**src/rtl/out_mux.sv**
```systemverilog
// Two-port byte arbiter feeding the FT2232 TX FIFO with packet-locked grants.
// Define OMUX_RR_EN for round-robin tie-break in IDLE; default build is fixed priority to port 0.
module out_mux (
  input  logic        clk_i,
  input  logic        reset_i,
  input  logic        req0_i,
  input  logic [7:0]  data0_i,
  output logic        sel0_o,
  input  logic        req1_i,
  input  logic [7:0]  data1_i,
  output logic        sel1_o,
  input  logic        out_rdy_i,
  output logic        out_wr_o,
  output logic [7:0]  out_data_o,
  output logic [31:0] tx_count_o
);

  typedef enum logic [1:0] {StIdle, StGrant0, StGrant1} state_e;

  state_e      state_q, state_d;
  logic        out_wr_q, out_wr_d;
  logic [7:0]  out_data_q, out_data_d;
  logic [31:0] tx_count_q, tx_count_d;
  logic        pick0;

`ifdef OMUX_RR_EN
  logic last1_q, last1_d;

  // On a tie, port 0 wins only if port 1 was served last.
  assign pick0 = req0_i && (!req1_i || last1_q);

  always_comb begin
    last1_d = last1_q;
    if (state_q == StIdle && state_d == StGrant0) last1_d = 1'b0;
    if (state_q == StIdle && state_d == StGrant1) last1_d = 1'b1;
  end

  always_ff @(posedge clk_i) begin
    if (!reset_i) last1_q <= 1'b1;
    else          last1_q <= last1_d;
  end
`else
  assign pick0 = req0_i;
`endif

  always_comb begin
    state_d = state_q;
    sel0_o  = 1'b0;
    sel1_o  = 1'b0;
    unique case (state_q)
      StIdle: begin
        if (pick0)       state_d = StGrant0;
        else if (req1_i) state_d = StGrant1;
      end
      StGrant0: begin
        if (req0_i) sel0_o = out_rdy_i;
        else        state_d = StIdle;
      end
      StGrant1: begin
        if (req1_i) sel1_o = out_rdy_i;
        else        state_d = StIdle;
      end
      default: state_d = StIdle;
    endcase
    if (!reset_i) begin
      sel0_o = 1'b0;
      sel1_o = 1'b0;
    end
  end

  always_comb begin
    out_wr_d   = sel0_o | sel1_o;
    out_data_d = out_data_q;
    if (sel0_o)      out_data_d = data0_i;
    else if (sel1_o) out_data_d = data1_i;
    tx_count_d = tx_count_q + {31'b0, out_wr_d};
  end

  always_ff @(posedge clk_i) begin
    if (!reset_i) begin
      state_q    <= StIdle;
      out_wr_q   <= 1'b0;
      out_data_q <= 8'h00;
      tx_count_q <= 32'h0;
    end else begin
      state_q    <= state_d;
      out_wr_q   <= out_wr_d;
      out_data_q <= out_data_d;
      tx_count_q <= tx_count_d;
    end
  end

  assign out_wr_o   = out_wr_q;
  assign out_data_o = out_data_q;
  assign tx_count_o = tx_count_q;

endmodule

```
**config.mk**
```make
export PLATFORM = sky130hd
export DESIGN_NAME = out_mux
export DESIGN_NICKNAME = d
export VERILOG_FILES = /design/src/rtl/out_mux.sv
export SDC_FILE = /design/constraint.sdc
export NUM_CORES = 1
export LEC_CHECK = 0
export ABC_AREA = 1
export CORE_UTILIZATION = 49
export CTS_BUF_LIST = sky130_fd_sc_hd__clkbuf_8
export CTS_CLUSTER_SIZE = 10
export DETAILED_ROUTE_END_ITERATION = 8
export PLACE_DENSITY = 0.82
export SLEW_MARGIN = 0
export SYNTH_ARGS = -nofsm -noshare
export SYNTH_HDL_FRONTEND = slang
export SYNTH_SLANG_ARGS = --single-unit
```
**constraint.sdc**
```tcl
create_clock -name clk_i -period 2.3 [get_ports clk_i]
set_input_delay 0.23 -clock clk_i [delete_from_list [all_inputs] [get_ports clk_i]]
set_output_delay 0.23 -clock clk_i [all_outputs]
set_load 0.05 [all_outputs]
```
**Signal wires on met3**

(6 px per um)
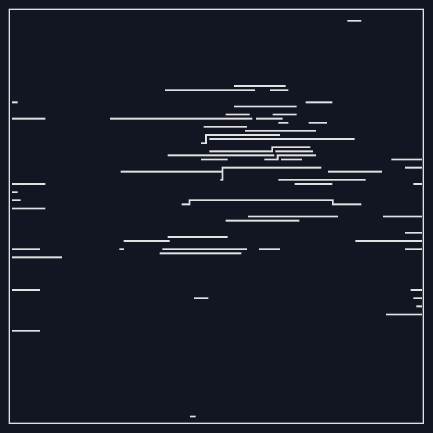
54 nets have wire on it. The longest straight run is 23.9 um. The wires run mostly horizontal. The layer carries 446 um of wire.
Vias: 2,285
met3 Use GR: 0.05263
Total Wirelength: 5.651 mm

**Metal layers overlaid**

(4 px per um)
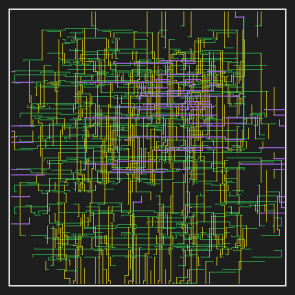
Cyan is met4, wire length 63.2 um. Purple is met3, wire length 446 um. Yellow is met2, wire length 2,550 um. Green is met1, wire length 2,590 um.
GRT Util Overall: 0.2555
routed length per placed instance: 12.37 um

==> ci_impl_report.md <==
## Synthesis and layout report

| Metric | Value |
|---|---|
| Relative slew slack | `0.6518` |
| Worst Setup Path Type | `input pin to flip-flop` |
| Biggest area cells | `dfxtp_1 (39%), nand2_1 (16%), nor2_1 (11%), nand3_1 (7.3%), inv_1 (6.0%)` |
| Post-Syn Instances | `335` |
| Max VDD drop | `~0.00038 V` |
| Top cell area share | `0.3940` |
| I/O pins | `approximately 64` |
| Clk ins delay skew pair | `about 300 ps` |
| Drt pass-1 iters | `5` |
| Die X | `just under 70 um` |
| Reg power frac | `0.573` |
| Initial antenna violation count | `0` |
| Sw Pwr | `305.8 uW` |
| Fin crit share | `0.9146` |
| Netlist cell types | `25` |
| Final HPWL DP | `4.177 mm` |
| Worst-path maximum fanout | `5` |
| Seq/Total Area, Yosys | `0.3940` |
| Least-Margin Pin Slew | `roughly 520 ps` |
| Power per cell area | `437.2 mW/mm2` |
| Core region area | `~0.0041 mm2` |
| Max-slew violation count | `0` |
| Flops after synth | `43` |
| Chip area | `approximately 0.0047 mm2` |
| RSZ-0062 raised after global routing | `no` |
| Max Fclk | `475.4 MHz` |
| Largest net degree at the start of global routing | `29` |
| Final number of setup-violating endpoints | `0` |
| Number of nets at floorplan | `358` |
| Status | `finished clean` |
| Switching Share | `0.2331` |
| Mapped Area | `between 0.002 and 0.0025 mm2` |
| Int Pwr | `just over 1000 uW` |
| Pleak | `~0.0012 uW` |
| DRT antenna net count | `0` |
| Final Power | `around 1300 uW` |
| Tool warning count | `26` |
| Comb area | `between 0.001 and 0.0015 mm2` |
| Residual DRC | `0` |
**Logic cells by family**

(4 px per um)
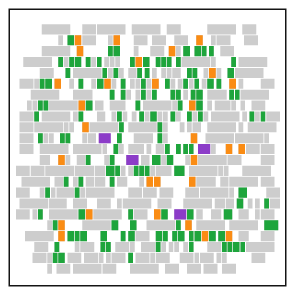
Orange is inverting AOI/OAI gates, cells 29, most used a21oi_1, where spread over the die. Purple is XOR/XNOR gates, cells 4, most used xor2_1, where center. Green is NAND gates, cells 131, most used nand2_1, where spread over the die.
Comb area share: 0.3852
Commonest Layout Cell: nand2_1
final non-filler cell total: 457

-- cells in the mapped netlist --
master     n
nor2_8     1
xor2_1     3
nor2_4     4
or2_2      1
clkbuf_1   1
o21a_1     2
nand3_1   32
nor2_1    66
inv_1     35
and3_1     1
nand2_2    4
buf_1      2
buf_2      2
ha_1       2
nor2_2     6
xnor2_1    1
nand3b_1   1
a21oi_1   26
buf_6      1
and2_1     3
nand2_1   93
inv_4      1
dfxtp_1   43
o21ai_0    3
nand3_2    1
-- logic make-up after synthesis --
group	after synthesis
AND-OR/OR-AND	31
XOR/XNOR	4
adder cells (fa/ha/maj)	2
buffers and inverters	42
flip-flops	43
AND/OR/NAND/NOR	213
-- layout by cell type, fill, tap and decap left out, types with 4 or more instances in the layout --
cell type	netlist	final
nand2_1	93	93
nor2_1	66	65
clkdlybuf4s50_1	0	61
dfxtp_1	43	43
inv_1	35	37
nand3_1	32	32
a21oi_1	26	26
nor2_2	6	7
buf_4	0	7
clkbuf_8	0	5
nand2_2	4	4
nor2_4	4	4
-- power by group through the flow --
stage	logic, uW	registers, uW	clock network, uW
floorplan	43.1	781	0
global placement	106	769	0
detailed placement	107	769	0
CTS	108	752	459
global route	118	752	492
finish	108	751	453
-- metal layers --
metal  share of wire  GRT usage  routed length (um)  vias to the layer above
met5               0          0                   0                        -
li1                -          -                   -                     1180
met4           0.011    0.06888                  63                        0
met1            0.46     0.3380                2591                     1001
met2            0.45     0.4203                2549                       98
met3           0.079    0.05263                 446                        6
-- flip-flops by register name, indices dropped and copies added (netlist names) --
| register | cells |
|---|---|
| tx_count_o | 32 |
| out_data_o | 8 |
| state_q | 2 |
| out_wr_o | 1 |
-- area by class of cell --
| class | instances | share of cell area |
|---|---|---|
| multi-input cells | 250 | 0.3852 |
| flip-flops and latches | 43 | 0.2868 |
| repair buffers | 70 | 0.2343 |
| inverters | 36 | 0.04585 |
| clock buffers | 5 | 0.02293 |
| well taps | 50 | 0.02084 |
| clock inverters | 3 | 0.004168 |
-- stage by stage --
stage / TNS (ps) / area [um2]
6_report: 0 / 3002
5_1_grt: 0 / 3002
4_1_cts: 0 / 2999
3_5_place_dp: -1152 / 2918
3_3_place_gp: -63.94 / 2918
2_1_floorplan: 0 / 2185
-- path summary, 6_finish.rpt --
kind	from	endpoint	depth (start not counted)	slack, ps
worst max-delay path	reset_i	tx_count_o[18]	14	200
worst min-delay path	out_data_o[5]	out_data_o[5]	2	490
worst max register to register	state_q[1]	tx_count_o[12]	13	240
worst min register to register	out_data_o[5]	out_data_o[5]	2	490
-- critical path: stages --
cell	delay, ps
clkdlybuf4s50_1	510
nand3_2	140
nor2_8	120
inv_4	40
nand2_2	110
ha_1	180
ha_1	160
nand2_1	110
nor2_2	140
nand2_2	150
nor2_2	180
nand3_1	90
nand2_1	80
nor2_1	50
-- timing repair --
item / 4_1_cts / 5_1_grt
hold buffers: 0 / 0
endpoints found under the setup margin: 0 / 1
resized: 0 / 1
Power figures rest on the tool's default switching activity, not on a simulated workload.
